$ cat src/rtl/lc3_pipeline_controller_pkg.sv
// Shared definitions for the LC-3 pipeline controller.
//   - LC-3 opcode constants (instruction bits [15:12])
//   - mem_state_t: encoding driven on the mem_state output
//   - ctrl_state_t: controller FSM states, numbered to match mem_state_t
//   - op-class helpers taking a 4-bit opcode
package lc3_ctrl_pkg;

    localparam logic [3:0] OP_BR  = 4'b0000;
    localparam logic [3:0] OP_ADD = 4'b0001;
    localparam logic [3:0] OP_LD  = 4'b0010;
    localparam logic [3:0] OP_ST  = 4'b0011;
    localparam logic [3:0] OP_AND = 4'b0101;
    localparam logic [3:0] OP_LDR = 4'b0110;
    localparam logic [3:0] OP_STR = 4'b0111;
    localparam logic [3:0] OP_NOT = 4'b1001;
    localparam logic [3:0] OP_LDI = 4'b1010;
    localparam logic [3:0] OP_STI = 4'b1011;
    localparam logic [3:0] OP_JMP = 4'b1100;
    localparam logic [3:0] OP_LEA = 4'b1110;

    typedef enum logic [1:0] {
        MEM_READ  = 2'd0,
        MEM_IND   = 2'd1,
        MEM_WRITE = 2'd2,
        MEM_IDLE  = 2'd3
    } mem_state_t;

    typedef enum logic [1:0] {
        S_MREAD  = 2'd0,
        S_MIND   = 2'd1,
        S_MWRITE = 2'd2,
        S_RUN    = 2'd3
    } ctrl_state_t;

    function automatic logic is_alu(input logic [3:0] op);
        return (op == OP_ADD) || (op == OP_AND) || (op == OP_NOT) || (op == OP_LEA);
    endfunction

    function automatic logic is_load(input logic [3:0] op);
        return (op == OP_LD) || (op == OP_LDR) || (op == OP_LDI);
    endfunction

    function automatic logic is_store(input logic [3:0] op);
        return (op == OP_ST) || (op == OP_STR) || (op == OP_STI);
    endfunction

    function automatic logic is_ctrl(input logic [3:0] op);
        return (op == OP_BR) || (op == OP_JMP);
    endfunction

    // Instructions whose SR1 field (bits [8:6]) is a real register read.
    function automatic logic reads_sr1(input logic [3:0] op);
        return (op == OP_ADD) || (op == OP_AND) || (op == OP_NOT) ||
               (op == OP_LDR) || (op == OP_STR) || (op == OP_JMP);
    endfunction

endpackage

$ cat src/rtl/lc3_pipeline_controller_if.sv
// Handshake/control bundle between the LC-3 datapath and its controller.
//   Datapath -> controller: complete_instr, complete_data, ir_dec, ir_exe, nzp
//   Controller -> datapath: enable_updatePC, enable_fetch, enable_decode,
//                           enable_execute, enable_writeback, br_taken,
//                           bypass_alu_1, bypass_alu_2, bypass_mem_1, mem_state
// master = datapath side, slave = controller side.
interface lc3_pipeline_controller_if
    import lc3_ctrl_pkg::*;
#(
    parameter int INSTR_W = 16
);
    logic               complete_instr;
    logic               complete_data;
    logic [INSTR_W-1:0] ir_dec;
    logic [INSTR_W-1:0] ir_exe;
    logic [2:0]         nzp;

    logic               enable_updatePC;
    logic               enable_fetch;
    logic               enable_decode;
    logic               enable_execute;
    logic               enable_writeback;
    logic               br_taken;
    logic               bypass_alu_1;
    logic               bypass_alu_2;
    logic               bypass_mem_1;
    mem_state_t         mem_state;

    modport master (
        output complete_instr, complete_data, ir_dec, ir_exe, nzp,
        input  enable_updatePC, enable_fetch, enable_decode, enable_execute,
               enable_writeback, br_taken, bypass_alu_1, bypass_alu_2,
               bypass_mem_1, mem_state
    );

    modport slave (
        input  complete_instr, complete_data, ir_dec, ir_exe, nzp,
        output enable_updatePC, enable_fetch, enable_decode, enable_execute,
               enable_writeback, br_taken, bypass_alu_1, bypass_alu_2,
               bypass_mem_1, mem_state
    );
endinterface

$ cat src/rtl/lc3_pipeline_controller_bypass_detect.sv
// Combinational operand-bypass decode between decode and execute stages.
//   ir_dec, ir_exe : instructions held in decode / execute
//   v_dec, v_exe   : stage valid bits; all bypasses are 0 unless both are set
//   bypass_alu_1   : SR1 of decode comes from the execute ALU result
//   bypass_alu_2   : SR2 (register-mode ADD/AND) or store source comes from ALU
//   bypass_mem_1   : SR1 of decode comes from memory read data (load in execute)
module lc3_bypass_detect
    import lc3_ctrl_pkg::*;
#(
    parameter int INSTR_W = 16
) (
    input  logic [INSTR_W-1:0] ir_dec,
    input  logic [INSTR_W-1:0] ir_exe,
    input  logic               v_dec,
    input  logic               v_exe,
    output logic               bypass_alu_1,
    output logic               bypass_alu_2,
    output logic               bypass_mem_1
);
    logic [3:0] op_dec;
    logic [3:0] op_exe;
    logic [2:0] dr_exe;
    logic       both_valid;
    logic       sr1_hit;
    logic       sr2_hit;
    logic       st_hit;
    logic       unused_bits;

    assign unused_bits = ^{ir_dec[4:3], ir_exe[8:0]};

    always_comb begin
        op_dec     = ir_dec[15:12];
        op_exe     = ir_exe[15:12];
        dr_exe     = ir_exe[11:9];
        both_valid = v_dec & v_exe;

        sr1_hit = reads_sr1(op_dec) && (ir_dec[8:6] == dr_exe);
        // bit 5 selects immediate mode, in which [2:0] is not a register.
        sr2_hit = ((op_dec == OP_ADD) || (op_dec == OP_AND)) && !ir_dec[5] &&
                  (ir_dec[2:0] == dr_exe);
        // Stores carry their source register in the DR field position.
        st_hit  = is_store(op_dec) && (ir_dec[11:9] == dr_exe);

        bypass_alu_1 = both_valid && is_alu(op_exe) && sr1_hit;
        bypass_alu_2 = both_valid && is_alu(op_exe) && (sr2_hit || st_hit);
        bypass_mem_1 = both_valid && is_load(op_exe) && sr1_hit;
    end
endmodule

$ cat src/rtl/lc3_pipeline_controller.sv
// Central controller of the 5-stage LC-3 pipeline.
//   clock : system clock
//   reset : synchronous, active-high; all outputs forced inactive while high
//   bus   : lc3_pipeline_controller_if.slave (status/IR in, enables/selects out)
// Parameters: INSTR_W instruction width, BR_HOLD fetch-freeze cycles after a
// control op is decoded (2..7).
//
// state    | meaning
// ---------+-------------------------------------------------------------
// S_RUN    | normal flow; stages advance on complete_instr
// S_MREAD  | data read in progress; full stall, writeback on complete_data
// S_MIND   | indirect pointer read for LDI/STI; full stall
// S_MWRITE | data write in progress; full stall
module lc3_pipeline_controller
    import lc3_ctrl_pkg::*;
#(
    parameter int INSTR_W = 16,
    parameter int BR_HOLD = 3
) (
    input logic                      clock,
    input logic                      reset,
    lc3_pipeline_controller_if.slave bus
);
    ctrl_state_t state;
    ctrl_state_t state_nx;
    mem_state_t  mem_code;

    logic       v_dec;
    logic       v_exe;
    logic       v_wb;
    logic [2:0] br_cnt;
    logic       ind_load;

    logic [3:0] op_dec;
    logic [3:0] op_exe;
    logic       fetch_go;
    logic       dec_go;
    logic       exe_go;
    logic       mread_done;
    logic       ctrl_dec;

    logic       byp_alu_1;
    logic       byp_alu_2;
    logic       byp_mem_1;

    lc3_bypass_detect #(.INSTR_W(INSTR_W)) u_bypass (
        .ir_dec       (bus.ir_dec),
        .ir_exe       (bus.ir_exe),
        .v_dec        (v_dec),
        .v_exe        (v_exe),
        .bypass_alu_1 (byp_alu_1),
        .bypass_alu_2 (byp_alu_2),
        .bypass_mem_1 (byp_mem_1)
    );

    always_ff @(posedge clock) begin
        if (reset) begin
            state <= S_RUN;
        end else begin
            state <= state_nx;
        end
    end

    always_comb begin
        op_dec     = bus.ir_dec[15:12];
        op_exe     = bus.ir_exe[15:12];
        state_nx   = state;
        mem_code   = MEM_IDLE;
        fetch_go   = 1'b0;
        dec_go     = 1'b0;
        exe_go     = 1'b0;
        mread_done = 1'b0;

        case (state)
            S_RUN: begin
                fetch_go = !reset && bus.complete_instr && (br_cnt == 3'd0);
                dec_go   = !reset && bus.complete_instr && v_dec;
                exe_go   = !reset && bus.complete_instr && v_exe;
                if (exe_go) begin
                    if ((op_exe == OP_LD) || (op_exe == OP_LDR)) begin
                        state_nx = S_MREAD;
                    end else if ((op_exe == OP_LDI) || (op_exe == OP_STI)) begin
                        state_nx = S_MIND;
                    end else if ((op_exe == OP_ST) || (op_exe == OP_STR)) begin
                        state_nx = S_MWRITE;
                    end
                end
            end
            S_MREAD: begin
                mem_code   = MEM_READ;
                mread_done = !reset && bus.complete_data;
                if (bus.complete_data) state_nx = S_RUN;
            end
            S_MIND: begin
                mem_code = MEM_IND;
                if (bus.complete_data) state_nx = ind_load ? S_MREAD : S_MWRITE;
            end
            S_MWRITE: begin
                mem_code = MEM_WRITE;
                if (bus.complete_data) state_nx = S_RUN;
            end
            default: state_nx = S_RUN;
        endcase

        ctrl_dec = dec_go && is_ctrl(op_dec);

        bus.enable_updatePC  = fetch_go;
        bus.enable_fetch     = fetch_go;
        bus.enable_decode    = dec_go;
        bus.enable_execute   = exe_go;
        bus.enable_writeback = !reset && (v_wb || mread_done);
        // JMP always redirects; BR only when its n/z/p mask meets the codes.
        bus.br_taken         = exe_go && is_ctrl(op_exe) &&
                               ((op_exe == OP_JMP) || ((bus.ir_exe[11:9] & bus.nzp) != 3'b000));
        bus.bypass_alu_1     = !reset && byp_alu_1;
        bus.bypass_alu_2     = !reset && byp_alu_2;
        bus.bypass_mem_1     = !reset && byp_mem_1;
        bus.mem_state        = reset ? MEM_IDLE : mem_code;
    end

    always_ff @(posedge clock) begin
        if (reset) begin
            v_dec    <= 1'b0;
            v_exe    <= 1'b0;
            v_wb     <= 1'b0;
            br_cnt   <= 3'd0;
            ind_load <= 1'b0;
        end else begin
            // A control op in decode squashes whatever was fetched behind it.
            if (ctrl_dec) begin
                v_dec <= 1'b0;
            end else if (fetch_go) begin
                v_dec <= 1'b1;
            end else if (dec_go) begin
                v_dec <= 1'b0;
            end

            if (dec_go) begin
                v_exe <= v_dec;
            end else if (exe_go) begin
                v_exe <= 1'b0;
            end

            // ALU results write back the cycle after execute; loads write in MREAD.
            v_wb <= exe_go && is_alu(op_exe);

            if (ctrl_dec) begin
                br_cnt <= 3'(BR_HOLD);
            end else if (br_cnt != 3'd0) begin
                br_cnt <= br_cnt - 3'd1;
            end

            // Remember LDI vs STI so MIND does not depend on ir_exe staying put.
            if (exe_go) ind_load <= (op_exe == OP_LDI);
        end
    end
endmodule

$ cat src/flat_wrapper.sv
// flat-port wrapper written by rule: the top's interface ports become plain ports
module lc3_pipeline_controller_flat import lc3_ctrl_pkg::*;
#(
    parameter int INSTR_W = 16,
    parameter int BR_HOLD = 3
)
  (clock, reset, bus_complete_instr, bus_complete_data, bus_ir_dec, bus_ir_exe, bus_nzp, bus_enable_updatePC, bus_enable_fetch, bus_enable_decode, bus_enable_execute, bus_enable_writeback, bus_br_taken, bus_bypass_alu_1, bus_bypass_alu_2, bus_bypass_mem_1, bus_mem_state);
  lc3_pipeline_controller_if #(.INSTR_W(INSTR_W)) bus_i ();
  input logic clock;
  input logic reset;
  input wire logic [$bits(bus_i.complete_instr)-1:0] bus_complete_instr;
  input wire logic [$bits(bus_i.complete_data)-1:0] bus_complete_data;
  input wire logic [$bits(bus_i.ir_dec)-1:0] bus_ir_dec;
  input wire logic [$bits(bus_i.ir_exe)-1:0] bus_ir_exe;
  input wire logic [$bits(bus_i.nzp)-1:0] bus_nzp;
  output wire logic [$bits(bus_i.enable_updatePC)-1:0] bus_enable_updatePC;
  output wire logic [$bits(bus_i.enable_fetch)-1:0] bus_enable_fetch;
  output wire logic [$bits(bus_i.enable_decode)-1:0] bus_enable_decode;
  output wire logic [$bits(bus_i.enable_execute)-1:0] bus_enable_execute;
  output wire logic [$bits(bus_i.enable_writeback)-1:0] bus_enable_writeback;
  output wire logic [$bits(bus_i.br_taken)-1:0] bus_br_taken;
  output wire logic [$bits(bus_i.bypass_alu_1)-1:0] bus_bypass_alu_1;
  output wire logic [$bits(bus_i.bypass_alu_2)-1:0] bus_bypass_alu_2;
  output wire logic [$bits(bus_i.bypass_mem_1)-1:0] bus_bypass_mem_1;
  output wire logic [$bits(bus_i.mem_state)-1:0] bus_mem_state;
  assign bus_i.complete_instr = bus_complete_instr;
  assign bus_i.complete_data = bus_complete_data;
  assign bus_i.ir_dec = bus_ir_dec;
  assign bus_i.ir_exe = bus_ir_exe;
  assign bus_i.nzp = bus_nzp;
  assign bus_enable_updatePC = bus_i.enable_updatePC;
  assign bus_enable_fetch = bus_i.enable_fetch;
  assign bus_enable_decode = bus_i.enable_decode;
  assign bus_enable_execute = bus_i.enable_execute;
  assign bus_enable_writeback = bus_i.enable_writeback;
  assign bus_br_taken = bus_i.br_taken;
  assign bus_bypass_alu_1 = bus_i.bypass_alu_1;
  assign bus_bypass_alu_2 = bus_i.bypass_alu_2;
  assign bus_bypass_mem_1 = bus_i.bypass_mem_1;
  assign bus_mem_state = bus_i.mem_state;
  lc3_pipeline_controller #(.INSTR_W(INSTR_W), .BR_HOLD(BR_HOLD)) u_core (.clock(clock), .reset(reset), .bus(bus_i));
endmodule
$ cat config.mk
export PLATFORM = sky130hd
export DESIGN_NAME = lc3_pipeline_controller_flat
export DESIGN_NICKNAME = d
export VERILOG_FILES = /design/src/rtl/lc3_pipeline_controller_pkg.sv /design/src/rtl/lc3_pipeline_controller_if.sv /design/src/rtl/lc3_pipeline_controller_bypass_detect.sv /design/src/rtl/lc3_pipeline_controller.sv /design/src/flat_wrapper.sv
export SDC_FILE = /design/constraint.sdc
export NUM_CORES = 1
export LEC_CHECK = 0
export CELL_PAD_IN_SITES_DETAIL_PLACEMENT = 1
export CELL_PAD_IN_SITES_GLOBAL_PLACEMENT = 1
export CORE_UTILIZATION = 23
export CTS_BUF_LIST = sky130_fd_sc_hd__clkbuf_8
export DETAILED_ROUTE_END_ITERATION = 6
export GPL_TIMING_DRIVEN = 0
export HOLD_SLACK_MARGIN = 0.05
export PLACE_DENSITY = 0.83
export SYNTH_ARGS = -nofsm -noshare
export SYNTH_HDL_FRONTEND = slang
export SYNTH_SLANG_ARGS = --single-unit
$ cat constraint.sdc
create_clock -name clock -period 1.71 [get_ports clock]
set_clock_uncertainty 0.1 [all_clocks]
set_input_delay 0.2565 -clock clock [delete_from_list [all_inputs] [get_ports clock]]
set_output_delay 0.2565 -clock clock [all_outputs]
set_load 0.03 [all_outputs]
==> notes.md, run 1 <==
This note records the results obtained with Yosys and OpenROAD.

Final timing
Setup total negative slack on the finished layout was measured at -214 ps. The end-of-flow timing check tallies setup violations at 3. Setup repair after global routing could not meet its margin everywhere. The hold violation count in the final report is 0. Once routing completed, OpenROAD measured the worst setup slack at -75.9 ps.

Final layout
Per the layout area report, the sequential fraction of cell area is 14.3%. The clock network area share is 3.37%. The tally of filler cells in the layout is ~340. The count of multi-input combinational gates is 74. The flip-flop and latch area is 191 um^2. 0 antenna diodes ended up in the layout. The area of the multi-input gates is between 500 and 600 um^2. The number of nets in the finished design is between 150 and 200. Summing all non-filler instances in the final layout gives an area of 1340 um^2.

Logic synthesis
The share of the yosys chip area belonging to registers is 26.2%. By count the netlist is led by nand2_1, a21oi_1, dfxtp_1. After synthesis, the largest area contributor takes up about a quarter of total cell area. The number of distinct library cells after synthesis is 33. The synthesis-stage register bit count is 9. By area the synthesized netlist is led by dfxtp_1, xnor2_1, a21oi_1.

During synthesis, Yosys emitted a total of 0 warnings.

Drt
In the routed layout, each cell is associated on average with a via count of 4.99. Wire segments on met2 add up to roughly 1.5 mm in the final route. For this block, the routed nets add up to 2.60 mm of wire. The via count of the routed design is 888.

Power
Of the total power, registers draw 27.0%. The sequential group power is 0.000280 W. The internal power consumption is 0.000680 W.

CTS
The maximum root-to-sink buffer count is 2.

Die
The number of well taps is 31.

Worst setup path
The logic depth of the worst register-to-register path is 5. Looking at the critical path, the highest net fanout was 3. The arrival time of data at the worst endpoint is listed as ~1400 ps. The minimum setup slack among reg-to-reg paths is 50 ps.

Placed design
The placed wire-length estimate is 1.86 mm. OpenSTA, run right after detailed placement, puts the worst setup slack at -1040 ps.

Run
The stage logs contain a warning count of 41.

Status
The run finished, with violations left. The checks that failed: negative setup slack.
run 1: metal layers:
metal / up-vias / GRT usage, %
li1: 431 / -
met1: 435 / 16.4
met2: 16 / 30.9
met3: 6 / 5.07
met4: 0 / 5.23
met5: - / 0
run 1: sequential cells by signal, summed over array words and instances (netlist names):
register,count
u_core.br_cnt,3
u_core.ind_load,1
u_core.state,2
u_core.v_dec,1
u_core.v_exe,1
u_core.v_wb,1
run 1: timing repair:
| item | 4_1_cts | 5_1_grt |
|---|---|---|
| endpoints found under the setup margin | 12 | 9 |
| gates resized | 122 | 24 |
| pin swaps | 17 | 14 |
| buffers inserted | 5 | 9 |
run 1: cell usage in the layout (no fill, tap or decap), drive strengths merged:
cell           synthesis  final
a2111oi                1      1
a211oi                 2      2
a21oi                  9      9
a222oi                 1      1
a31o                   1      1
a31oi                  1      1
a32o                   1      1
and2                   1      1
and2b                  1      1
and3b                  1      1
and4b                  1      1
buf                    2     32
clkbuf                 0      6
clkdlybuf4s15          0      6
clkdlybuf4s50          0      1
dfxtp                  9      9
dlygate4sd2            0     11
dlymetal6s2s           0      1
ha                     2      2
inv                    6      7
mux2i                  1      1
nand2                 12     12
nand2b                 2      2
nand3                  2      2
nand3b                 1      1
nand4                  2      2
nor2                   8      8
nor3                   3      3
nor4                   3      3
o211ai                 1      1
o21ai                  3      3
or2                    1      1
or3                    1      1
or4                    1      1
xnor2                  7      7
xor2                   4      4
run 1: cells by family after synthesis:
family / synth area share (%)
flip-flops: 26.2
AND/OR/NAND/NOR: 30.2
AND-OR/OR-AND: 18.4
adder cells (fa/ha/maj): 3.64
XOR/XNOR: 14.0
multiplexers: 1.46
buffers and inverters: 6.01
run 1: critical path: stages, from the launching register on:
cell      delay (ps)
dfxtp_2          330
nand3b_1         140
nor4_4           190
nand3_2          140
nor3_2           190
buf_4            190
**Run 1: register map, names as in the netlist**

Bar = 20 um. Other sequential cells in the stronger gray, the rest of the logic in the fainter gray.
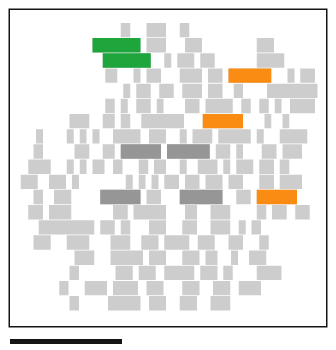
- green: `u_core.state` (sequential cells 2)
- orange: `u_core.br_cnt` (sequential cells 3)

**Run 1: the clock network**

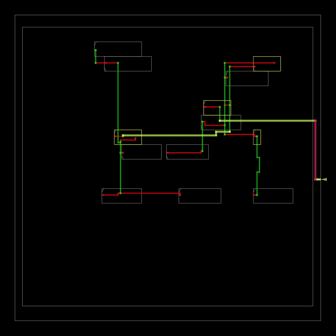
clock insertion delay at the later pin of the skew report: 240 ps
total clock buffers created by CTS: 3
number of clock buffers in the layout: 3
count of clock tree sinks: 9

**Run 1: clock network drawn from the DEF**

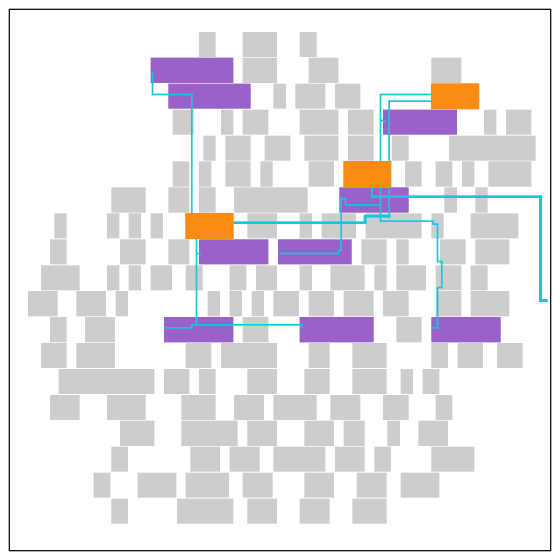
- cyan: clock wires (length 183 um)
- orange: clock drivers (count 3)
- purple: flip-flops (count 9)
- routed clock nets: 4
clock network fraction of total power: 24.2%
Power Clock: 0.000251 W

**Run 1: cells colored by class**

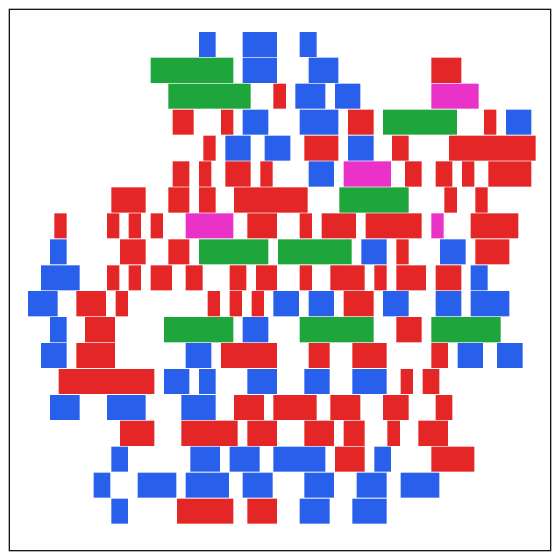

==> inputs of run 2 (changes only) <==
Settings changed: CORE_MARGIN from default to 4.
**Run 2: cells colored by class**

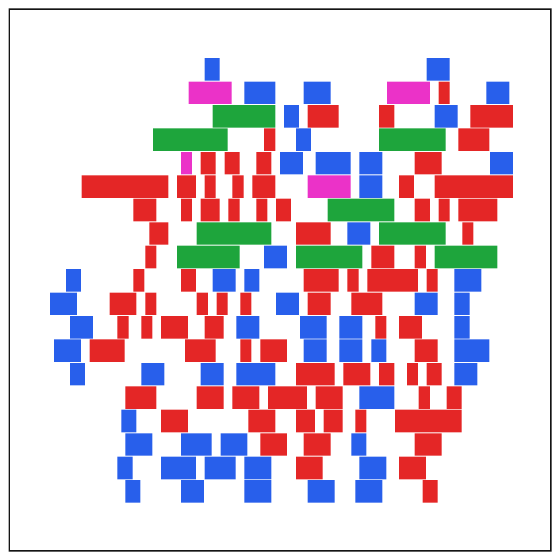
- blue: remaining buffers and delay cells (cells 54)
- red: combinational and other logic (cells 80)
- magenta: clock drivers and dummy loads (cells 4)
- green: sequential cells (cells 9)

==> notes.md, run 2 <==
This note records the results obtained with Yosys and OpenROAD.

Final timing
The hold violation count in the final report is 0 (unchanged). The total setup violations reported at the end of the flow is 1 (-2). The post-layout worst setup margin is -1.24 ps (+74.6 ps). The aggregate negative setup slack is -1.24 ps (+212 ps). Setup repair after global routing could not meet its margin everywhere.

CTS
The maximum root-to-sink buffer count is 2 (unchanged). The CTS buffer count is 3 (unchanged). The insertion delay at the late pin of the worst-skew pair came to 230 ps (about the same). The clock sink count was 9 (unchanged).

Placed design
The placed wire-length estimate is 2.09 mm (+12%). The worst setup timing slack at the placement stage came to -1020 ps (+18.6 ps).

Logic synthesis
The library cell occupying the most area in the post-synthesis netlist is dfxtp_1. The synthesized instance count is 91. The multiplexer area fraction after synthesis came to 1.46% (unchanged). The synthesis-stage register bit count is 9 (unchanged).

By area the synthesized netlist is led by dfxtp_1, xnor2_1, a21oi_1. The synthesis warning total is 0 (unchanged). The count of library flops with an enable pin is 0. The AND-OR/OR-AND share of the synthesized area came to 18.4% (unchanged). The dominant synthesized flop cell is dfxtp_1. The dominant combinational cell family by area after synthesis is simple AND/OR/NAND/NOR gates. The number of distinct library cells after synthesis came to 33 (unchanged).

The area share of and/or/nand/nor cells after synthesis is 30.2% (unchanged). Counting instances in the post-synthesis netlist gives the leading cell types as nand2_1, a21oi_1, dfxtp_1. The share of the yosys chip area belonging to registers is 26.2% (unchanged). The share of the synthesized netlist area taken by xor and xnor gates is 14.0% (unchanged). The area share of fa/ha/maj cells after synthesis was 3.64% (unchanged).

The proportion of netlist area held by the largest area contributor is 26.2% (unchanged). The cell area that synthesis handed to floorplanning was 687 um^2. The cell count listed in synth_stat.txt is 91.

Die
In this run the standard cell core region covers about 2800 um^2. In the floorplan report the effective utilization is 24.5%. The floorplan row count is 19.

Drt
The via count of the routed design is 885 (-0.34%). The post-detailed-routing wire length is 2.70 mm (+3.8%). The via-per-instance ratio was 4.97 (-0.34%).

Final layout
The register ranked first by flip-flop count is u_core.br_cnt. The final antenna diode count is 0 (unchanged). By instance count after routing, the leading logic cell types are buf_4, dlygate4sd2_1, nand2_1. The largest registers in the layout are u_core.br_cnt x3, u_core.state x2. The finished layout reports a core utilization of between 40% and 50%.

The number of nets in the finished design is 189 (unchanged). Per the cell usage report, the commonest logic cell in the layout is buf_4. The number of flip-flops in the largest register is 3 (unchanged).

Power
The design draws 0.00107 W. The worst supply voltage drop on vdd is 393 uV.

Worst setup path
On the critical path, the stage with the largest delay is an instance of dfxtp_2. The critical path arrival is 1350 ps (-80 ps). Traced cell by cell, the critical path runs through nand3b_1 > nor4_2 > nand3_1 > nor3_2 > buf_4. The critical path launch point type is a register. The minimum setup slack among reg-to-reg paths is 140 ps (+90 ps). The startpoint-to-endpoint class of the critical path is reg2out.

The family of cells with the greatest summed delay on the critical path is simple AND/OR/NAND/NOR gates. The kind of capture point of the worst setup path is a primary output. The count of buffering cells on the critical path with inverters included is 1 (unchanged). The stage delay of the slowest cell on the critical path is 330 ps (about the same).

The maximum fanout encountered on the critical timing path is 2 (-1).

Global routing
The global-route wire length before repair is 4.59 mm.

Status
The flow ran to the end, but the final reports show violations. The checks that failed: negative setup slack.

Run
The total tool warning count is 41 (unchanged).
**Run 2: drive-strength map**

Bar = 20 um.
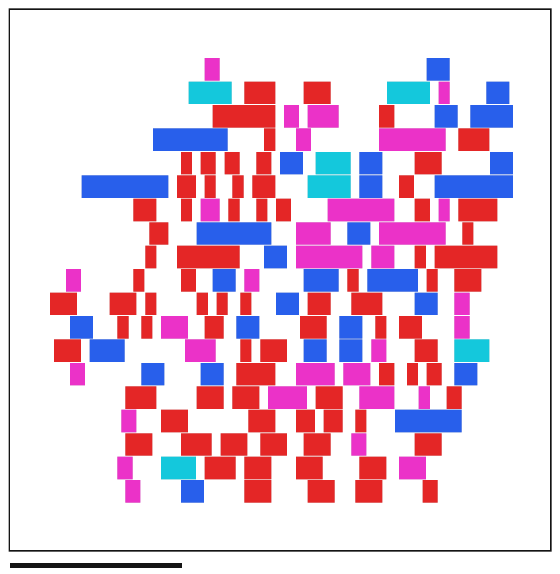
- magenta: _2 cells (cells 31; share 21%)
- blue: _3 and _4 cells (cells 30; share 20%)
- cyan: _6 and larger (cells 6; share 4.1%)
- red: _0 and _1 cells (cells 80; share 54%)

[run 2: cell types whose count changed in the layout (fill, tap and decap cells not counted), sizes merged]
cell,previous run,this run
buf,32,29
clkbuf,6,11
dlygate4sd2,11,12
clkdlybuf4s15,6,3
[run 2: final cells by class]
cell class	instances	area, um^2
buffer	1	11.3
clock buffer	3	41.3
clock inverter	1	3.75
fill	346	1520
inverter	6	22.5
multi-input combinational	74	571
sequential	9	193
tap	31	38.8
timing repair buffer	53	404
[run 2: layer usage]
metal	global-route usage, %	share of wire (%)	wire length, um
met5	0	0	0
met4	4.41	1.5	41
met3	3.96	3.6	96
met2	29.3	60	1620
met1	13.7	35	940
[run 2: through the flow]
stage | area, um^2 | cells | hold slack (ps)
after global routing | 1280 | 178 | 280
after floorplan | 714 | 91 | 325
after detailed placement | 1130 | 160 | 357
after global placement | 1130 | 160 | 346
after CTS | 1250 | 172 | 363
final | 1280 | 178 | 260
[run 2: tightest hold or removal path, cell delays in order]
cell      delay [ps]
clkbuf_2         120
nor2_1            50
nand2_1           60
a21oi_1           60
[run 2: report_power, final]
part	leakage (nW)	switching [W]	internal (W)
Combinational	0.477	0.000256	0.000294
Clock	0.0269	0.0000877	0.000157
Sequential	0.0747	0.0000248	0.000254
[run 2: what timing repair did]
action,CTS,global route
pin swaps,19,14
buffers inserted,9,6
gates resized,110,33
hold endpoints to repair,0,0
hold buffers,0,0
setup endpoints to repair,11,10
[run 2: path summary, 6_finish.rpt]
path,start,end,cells after the start
setup / recovery,u_core.v_exe,bus_bypass_mem_1,5
hold / removal,bus_ir_exe[14],u_core.state[0],4
setup reg to reg,u_core.state[1],u_core.state[1],5
hold reg to reg,u_core.ind_load,u_core.ind_load,2
**Run 2: register map, names as in the netlist**

Bar = 20 um. Other sequential cells in the stronger gray, the rest of the logic in the fainter gray.
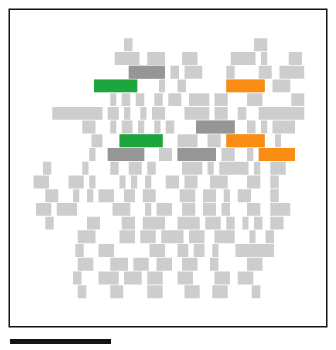

==> inputs of run 3 (changes only) <==
Settings changed: TNS_END_PERCENT from default to 20.
**Run 3: register map, names as in the netlist**

Bar = 20 um. Other sequential cells in the stronger gray, the rest of the logic in the fainter gray.
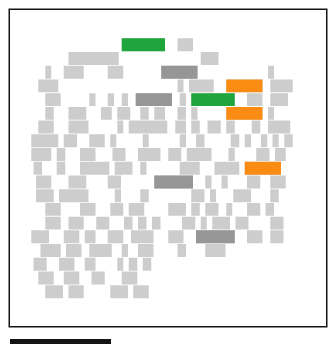
- green: `u_core.state` (sequential cells 2)
- orange: `u_core.br_cnt` (sequential cells 3)
- not colored: 4

==> notes.md, run 3 <==
This note records the results obtained with Yosys and OpenROAD.

Status
The flow ran to the end, but the final reports show violations. The final reports fail on negative setup slack.

Global routing
The global-route wire length before repair is 4.17 mm (-9.0%).

Run
The total tool warning count is 41 (unchanged).

Final layout
The count of non-filler cells in the finished layout is 171 (-3.9%). The final antenna diode count is 0 (unchanged). The registers reported with the highest flop counts are u_core.br_cnt x3, u_core.state x2. The final instance area is 1240 um^2 (-3.2%). The most common logic cells in the final layout are dlygate4sd2_1, buf_4, nand2_1. The number of flip-flops in the largest register is 3 (unchanged). The number of nets in the finished design is 182 (-3.7%).

CTS
The number of hold buffers added after CTS is 0 (unchanged). The clock sink count is 9 (unchanged). The maximum root-to-sink buffer count is 2 (unchanged). The CTS buffer count was 3 (unchanged).

Worst setup path
The critical path launch point type is a register. The maximum fanout encountered on the critical timing path is 2 (unchanged). STA classifies the critical path endpoint as a primary output.

The logic depth of the worst register-to-register path is 5 (unchanged). The family of cells with the greatest summed delay on the critical path is simple AND/OR/NAND/NOR gates. The startpoint of the most critical setup path is u_core.v_dec. The minimum setup slack among reg-to-reg paths is 90 ps (-50 ps). The stage delay of the slowest cell on the critical path was 330 ps (about the same). The count of buffering cells on the critical path with inverters included is 1 (unchanged). STA lists the startpoint of the worst register-to-register path as u_core.state[1].

Die
The initial core utilization is 24.5% (unchanged). The core footprint is 2810 um^2 (unchanged).

Power
The largest part of the power goes to combinational cells. The clock network fraction of total power is 25.3% (+2.5 points). The proportion of total power due to net switching was 33.6% (-0.80 points). The internal power consumption came to 0.000618 W (-12%). The worst supply voltage drop on vdd is 295 uV (-25%).

Worst hold path
The startpoint identified for the worst hold timing path is reset. The count of cells along the worst hold path came to 3 (-1).

Logic synthesis
The post-synthesis cell count was 91 (unchanged). The proportion of netlist area held by the largest area contributor is 26.2% (unchanged). The synthesis-stage register bit count is 9 (unchanged). After synthesis, the cell types taking the most area are dfxtp_1, xnor2_1, a21oi_1. The synthesis warning total came to 0 (unchanged). The number of distinct library cells after synthesis is 33 (unchanged). Sorting the synthesized cells by how often they occur yields nand2_1, a21oi_1, dfxtp_1. The share of the yosys chip area belonging to registers is 26.2% (unchanged).

Drt
The via count of the routed design is 847 (-4.3%). The via-per-instance ratio was 4.95 (-0.38%).

Final timing
The final worst hold slack was 269 ps (+9.22 ps). Setup repair after global routing could not meet its margin everywhere. The total setup violations reported at the end of the flow is 3 (+2). The post-layout worst setup margin is -22.8 ps (-21.6 ps).

Placed design
The worst setup timing slack at the placement stage is -1030 ps (-6.47 ps).
**Run 3: the clock network**

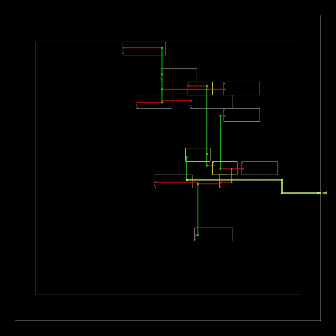
Power Clock: 0.000235 W
clock insertion delay at the later pin of the skew report: 230 ps
count of flip-flops and latches: 9

## run 3: per-layer routing
metal | global-route usage [%] | vias to the layer above | wire length (um)
met5 | 0 | - | 0
li1 | - | 419 | -
met2 | 25.6 | 34 | 1320
met4 | 3.03 | 0 | 10
met1 | 13.0 | 392 | 928
met3 | 4.32 | 2 | 219
## run 3: what timing repair did
item / 4_1_cts / 5_1_grt
gates resized: 115 / 13
endpoints found under the setup margin: 11 / 11
gates cloned: 0 / 0
pin swaps: 17 / 5
setup buffers: 7 / 0
## run 3: kinds of logic (layout without fill, tap and decap cells)
| group | Yosys count | count (layout) | share of synthesized area (%) |
|---|---|---|---|
| simple gates | 40 | 40 | 30.2 |
| compound gates | 20 | 20 | 18.4 |
| xor+xnor | 11 | 11 | 14.0 |
| flops | 9 | 9 | 26.2 |
| buf+inv | 8 | 57 | 6.01 |
| fa+ha+maj | 2 | 2 | 3.64 |
| mux | 1 | 1 | 1.46 |
## run 3: worst register-to-register path: stages (launching register included)
cell,delay (ps)
dfxtp_4,360
and4b_1,260
nand2_4,90
buf_4,160
or4_1,460
a21oi_1,130
## run 3: final cells by class
cell class	instances	area [um^2]	share of cell area (%)
Inverter	6	22.5	1.81
Multi-Input combinational cell	74	561	45.1
Clock buffer	3	41.3	3.32
Sequential cell	9	190	15.3
Buffer	2	18.8	1.51
Clock inverter	1	3.75	0.302
Tap cell	31	38.8	3.12
Timing Repair Buffer	45	368	29.6
## run 3: worst max-delay path by stage
stage	endpoint	slack (ps)	cells past startpoint
floorplan	bus_bypass_alu_2	-50	4
global placement	bus_br_taken	-980	5
detailed placement	bus_br_taken	-1030	5
CTS	bus_enable_writeback	-30	5
global route	bus_bypass_alu_1	-140	5
finish	bus_bypass_mem_1	-20	5
Power figures rest on the tool's default switching activity, not on a simulated workload.
